Cells by drive strength:
Bar = 50 um.
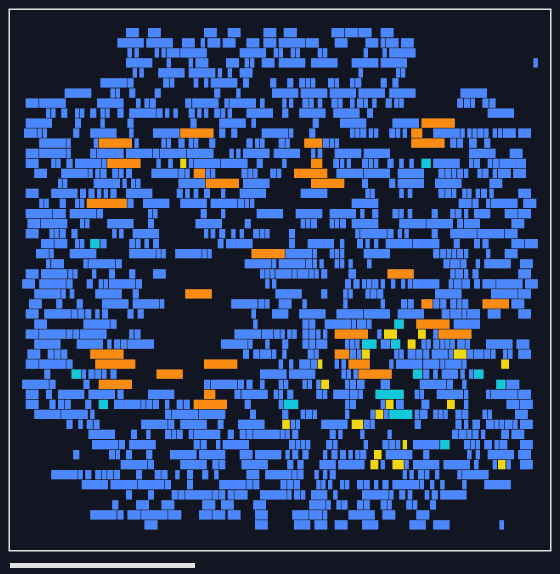
Clock distribution:
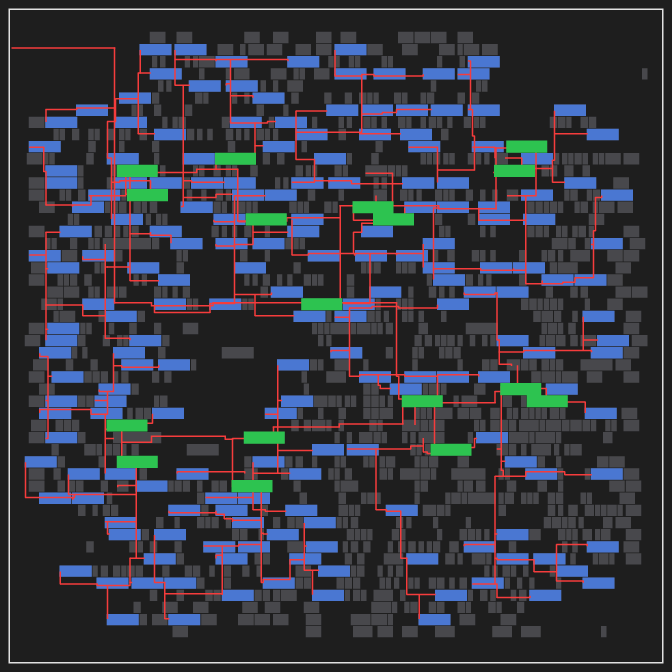
Clock wiring as the flow saved it:
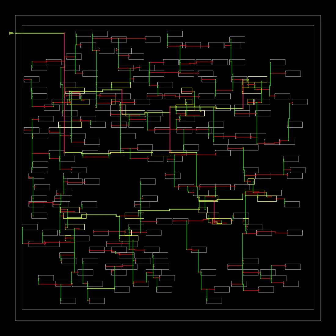
Ports around the boundary:
Pins as bars across the die edge, other pins in grey.
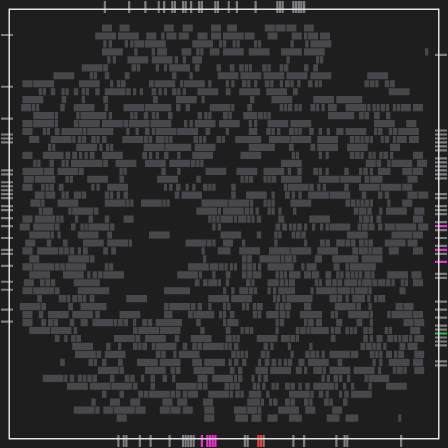
`config.mk`:
```
export PLATFORM = sky130hd
export DESIGN_NAME = ldpc_codeword_loader
export DESIGN_NICKNAME = d
export VERILOG_FILES = /design/src/rtl/ldpc_codeword_loader_pkg.sv /design/src/rtl/ldpc_word_packer.sv /design/src/rtl/ldpc_codeword_loader.sv
export SDC_FILE = /design/constraint.sdc
export NUM_CORES = 1
export LEC_CHECK = 0
export ABC_AREA = 1
export CAP_MARGIN = 25
export CORE_MARGIN = 3
export CORE_UTILIZATION = 38
export CTS_CLUSTER_DIAMETER = 60
export DETAILED_ROUTE_END_ITERATION = 10
export GPL_ROUTABILITY_DRIVEN = 0
export HOLD_SLACK_MARGIN = 0.15
export SLEW_MARGIN = 20
export SYNTH_ARGS = -nofsm -noshare
export SYNTH_HDL_FRONTEND = slang
export SYNTH_SLANG_ARGS = --single-unit
```
`constraint.sdc`:
```
create_clock -name clk -period 3.85 [get_ports clk]
set_input_delay 1.155 -clock clk [delete_from_list [all_inputs] [get_ports clk]]
set_output_delay 1.155 -clock clk [all_outputs]
set_load 0.05 [all_outputs]
```
`src/rtl/ldpc_codeword_loader_pkg.sv`:
```
// ldpc_codeword_loader_pkg: shared bank/FSM encodings and codeword-length table for the ldpcFramer family
package ldpc_codeword_loader_pkg;

  localparam logic [1:0] LDPC_RATE_1_2 = 2'd0;
  localparam logic [1:0] LDPC_RATE_2_3 = 2'd1;
  localparam logic [1:0] LDPC_RATE_4_5 = 2'd2;

  typedef enum logic [1:0] {
    BANK_FREE = 2'b00,
    BANK_FULL = 2'b01,
    BANK_BUSY = 2'b11
  } bank_state_t;

  typedef enum logic [1:0] {
    ST_IDLE = 2'd0,
    ST_FILL = 2'd1,
    ST_DROP = 2'd2
  } fill_state_t;

  // 64-bit words per codeword; the k=4096 lengths are exactly four times the k=1024 ones
  function automatic logic [7:0] cw_words(input logic [1:0] rate, input logic long_k);
    logic [7:0] w;
    w = rate == LDPC_RATE_2_3 ? 8'd24 : rate == LDPC_RATE_4_5 ? 8'd20 : 8'd32;
    return long_k ? {w[5:0], 2'b00} : w;
  endfunction

  function automatic logic [7:0] sat_inc(input logic [7:0] v);
    return &v ? v : v + 8'd1;
  endfunction

endpackage

```
`src/rtl/ldpc_word_packer.sv`:
```
// ldpc_word_packer: MSB-first 64-bit serial-to-parallel assembler with a word-complete strobe
module ldpc_word_packer (
  input  logic        clk,
  input  logic        resetN,
  input  logic        clr,
  input  logic        shift,
  input  logic        bit_in,
  output logic        word_ready,
  output logic [63:0] word_next
);

  logic [63:0] sr_q, sr_d;
  logic [5:0]  cnt_q, cnt_d;

  assign word_next  = {sr_q[62:0], bit_in};
  assign word_ready = shift && &cnt_q;

  // shift in a bit or clear the bit count when no codeword is being assembled
  always_comb begin
    sr_d  = shift ? word_next : sr_q;
    cnt_d = shift ? cnt_q + 6'd1 : clr ? 6'd0 : cnt_q;
  end

  // assembly register and bit count
  always_ff @(posedge clk) begin
    if (!resetN) begin
      sr_q  <= '0;
      cnt_q <= '0;
    end else begin
      sr_q  <= sr_d;
      cnt_q <= cnt_d;
    end
  end

endmodule

```
`src/rtl/ldpc_codeword_loader.sv`:
```
// ldpc_codeword_loader: fills a two-bank codeword buffer from the framer bit stream and hands banks to the decoder
module ldpc_codeword_loader
  import ldpc_codeword_loader_pkg::*;
(
  input  logic        clk,
  input  logic        resetN,
  input  logic        clkEn,
  input  logic        ldpcRun,
  input  logic        codeLength4096,
  input  logic [1:0]  codeRate,
  input  logic        dataBitIn,
  input  logic        codewordEn,
  output logic        ldpcReady,
  output logic        wrEn,
  output logic [7:0]  wrAddr,
  output logic [63:0] wrData,
  output logic        cwValid,
  output logic        cwBank,
  output logic [7:0]  cwWords,
  input  logic        cwTake,
  input  logic        decDone,
  input  logic        doneBank,
  output logic [7:0]  overflowCount,
  output logic [7:0]  abortCount,
  output logic [3:0]  bankState
);

  fill_state_t     state_q, state_d;
  logic            ce_prev_q, ce_prev_d;
  logic            fill_bank_q, fill_bank_d;
  logic [6:0]      word_idx_q, word_idx_d;
  logic [1:0][7:0] len_q, len_d;
  logic [1:0][1:0] bank_q, bank_d;
  logic            oldest_q, oldest_d;
  logic            wr_en_q, wr_en_d;
  logic [7:0]      wr_addr_q, wr_addr_d;
  logic [63:0]     wr_data_q, wr_data_d;
  logic            ready_q, ready_d;
  logic [7:0]      ovf_q, ovf_d;
  logic [7:0]      abt_q, abt_d;

  logic        rise, has_free, sel, shift, last, complete, take, cw_bank, word_ready;
  logic [63:0] word_next;

  assign rise     = clkEn && codewordEn && !ce_prev_q;
  assign has_free = bank_q[0] == BANK_FREE || bank_q[1] == BANK_FREE;
  assign sel      = bank_q[0] != BANK_FREE;
  assign shift    = ldpcRun && state_q != ST_DROP && clkEn && codewordEn
                    && (state_q == ST_FILL || (state_q == ST_IDLE && !ce_prev_q && has_free));
  assign last     = {1'b0, word_idx_q} == len_q[fill_bank_q] - 8'd1;
  assign complete = word_ready && state_q == ST_FILL && last;
  assign cwValid  = bank_q[0] == BANK_FULL || bank_q[1] == BANK_FULL;
  assign cw_bank  = bank_q[0] == BANK_FULL && bank_q[1] == BANK_FULL ? oldest_q : bank_q[1] == BANK_FULL;
  assign take     = cwTake && cwValid;

  assign ldpcReady     = ready_q;
  assign wrEn          = wr_en_q;
  assign wrAddr        = wr_addr_q;
  assign wrData        = wr_data_q;
  assign cwBank        = cw_bank;
  assign cwWords       = len_q[cw_bank];
  assign overflowCount = ovf_q;
  assign abortCount    = abt_q;
  assign bankState     = {bank_q[1], bank_q[0]};

  ldpc_word_packer u_packer (
    .clk        (clk),
    .resetN     (resetN),
    .clr        (state_d != ST_FILL),
    .shift      (shift),
    .bit_in     (dataBitIn),
    .word_ready (word_ready),
    .word_next  (word_next)
  );

  // fill FSM, word writes, bank lifecycle, completion order and status counters
  always_comb begin
    state_d     = state_q;
    ce_prev_d   = clkEn ? codewordEn : ce_prev_q;
    fill_bank_d = fill_bank_q;
    word_idx_d  = word_idx_q;
    len_d       = len_q;
    bank_d      = bank_q;
    oldest_d    = oldest_q;
    wr_en_d     = 1'b0;
    wr_addr_d   = wr_addr_q;
    wr_data_d   = wr_data_q;
    ovf_d       = ovf_q;
    abt_d       = abt_q;
    case (state_q)
      ST_IDLE: if (rise && has_free) begin
        state_d      = ST_FILL;
        fill_bank_d  = sel;
        word_idx_d   = '0;
        len_d[sel]   = cw_words(codeRate, codeLength4096);
      end else if (rise) begin
        state_d = ST_DROP;
        ovf_d   = sat_inc(ovf_q);
      end
      ST_FILL: if (clkEn && !codewordEn) begin
        state_d = ST_IDLE;
        abt_d   = sat_inc(abt_q);
      end
      ST_DROP: if (clkEn && !codewordEn) state_d = ST_IDLE;
      default: state_d = ST_IDLE;
    endcase
    if (word_ready && state_q == ST_FILL) begin
      wr_en_d    = 1'b1;
      wr_addr_d  = {fill_bank_q, word_idx_q};
      wr_data_d  = word_next;
      word_idx_d = word_idx_q + 7'd1;
      state_d    = last ? ST_IDLE : ST_FILL;
    end
    for (int b = 0; b < 2; b++) begin
      bank_d[b] = bank_q[b] == 2'b10 ? BANK_FREE : bank_q[b];
      if (take && cw_bank == b[0] && bank_q[b] == BANK_FULL) bank_d[b] = BANK_BUSY;
      if (decDone && doneBank == b[0] && bank_q[b] == BANK_BUSY) bank_d[b] = BANK_FREE;
    end
    if (complete) begin
      bank_d[fill_bank_q] = BANK_FULL;
      oldest_d            = bank_d[~fill_bank_q] == BANK_FULL ? ~fill_bank_q : fill_bank_q;
    end
    if (!ldpcRun) begin
      state_d   = ST_IDLE;
      ce_prev_d = 1'b1;
      bank_d    = '0;
      oldest_d  = 1'b0;
      wr_en_d   = 1'b0;
      ovf_d     = ovf_q;
      abt_d     = abt_q;
    end
    ready_d = (bank_d[0] == BANK_FREE && !(state_d == ST_FILL && !fill_bank_d))
           || (bank_d[1] == BANK_FREE && !(state_d == ST_FILL && fill_bank_d));
  end

  // state registers; ce_prev resets high so a window already open at reset is not taken as a new codeword
  always_ff @(posedge clk) begin
    if (!resetN) begin
      state_q     <= ST_IDLE;
      ce_prev_q   <= 1'b1;
      fill_bank_q <= 1'b0;
      word_idx_q  <= '0;
      len_q       <= {8'd32, 8'd32};
      bank_q      <= '0;
      oldest_q    <= 1'b0;
      wr_en_q     <= 1'b0;
      wr_addr_q   <= '0;
      wr_data_q   <= '0;
      ready_q     <= 1'b1;
      ovf_q       <= '0;
      abt_q       <= '0;
    end else begin
      state_q     <= state_d;
      ce_prev_q   <= ce_prev_d;
      fill_bank_q <= fill_bank_d;
      word_idx_q  <= word_idx_d;
      len_q       <= len_d;
      bank_q      <= bank_d;
      oldest_q    <= oldest_d;
      wr_en_q     <= wr_en_d;
      wr_addr_q   <= wr_addr_d;
      wr_data_q   <= wr_data_d;
      ready_q     <= ready_d;
      ovf_q       <= ovf_d;
      abt_q       <= abt_d;
    end
  end

endmodule

```
==> results.sh <==
# implementation run metrics
export IMPL_crit_end="cwWords[4]"
export IMPL_setup_tns_ns=0
export IMPL_core_util_floorplan=0.3930
export IMPL_simple_gate_share=0.2163
export IMPL_cap_violations=0
export IMPL_num_tap_cells=260
export IMPL_finalHoldViolCount=0
export IMPL_largest_cell_class="registers"
export IMPL_status="finished, final reports clean"
export IMPL_peakVddDrop_v=0.0003207
export IMPL_p_int_mw=2.985
export IMPL_pre_cts_ws_ns=0.4399
export IMPL_route_met3_wl_um=759
export IMPL_htree_levels=4
export IMPL_grt_busiest_layer="met2"
export IMPL_min_from="len_q[13]"
export IMPL_met1_usage=0.2159
export IMPL_synthTopCellsByCount="229 x nor2_1, 187 x dfxtp_1, 170 x o21ai_0"
export IMPL_worst_slack_ns=0.2804
export IMPL_path_cells="inv_1 > nor2_1 > nand2_1 > o21ai_0 > clkdlybuf4s50_1"
export IMPL_clkPwrFrac=0.460
export IMPL_comb_cells=665
export IMPL_muxShareOfSynthArea=0
export IMPL_seqAreaFraction=0.3965
export IMPL_synth_cell_types=41
export IMPL_flop_cell="dfxtp_1"
export IMPL_clk_path_buf_depth=2
export IMPL_largest_register_ffs=64
export IMPL_vias=6472
export IMPL_io_pin_count=116
export IMPL_holdCritPathClass="flip-flop to flip-flop"
export IMPL_rr_startpoint="state_q[0]"
export IMPL_grt_met3_usage=0.04128
export IMPL_comb_area_frac=0.3354
export IMPL_async_reset_ff_frac=0
export IMPL_cts_tree="built"
## Picture notes: 'cells by drive strength'
legend:
  blue:
    size: _0 and _1 cells
    cells: 1033
  cyan:
    size: _3 and _4 cells
    cells: 14
  orange:
    size: _6 and larger
    cells: 31
  yellow:
    size: _2 cells
    cells: 19

## Picture notes: 'clock distribution'
legend:
  green:
    item: clock drivers
    count: 17
  blue:
    item: flip-flops
    count: 187
  red:
    item: clock wires
    length: 2260 um
flops lie: spread over the die
routed clock nets: 18

## Picture notes: 'clock wiring as the flow saved it'
CTS Sinks: 187
Clock buffer cells: 19

## Picture notes: 'ports around the boundary'
legend:
  green:
    port: `doneBank`
    pins: 1
    direction: input
    edge: right
  magenta:
    port: `wrAddr`
    pins: 8
    direction: output
    edge: 5 bottom, 3 right
  red:
    port: `codeRate`
    pins: 2
    direction: input
    edge: bottom
Die Wd: 146.2 um
Die H: 146.2 um
port bufs: 113

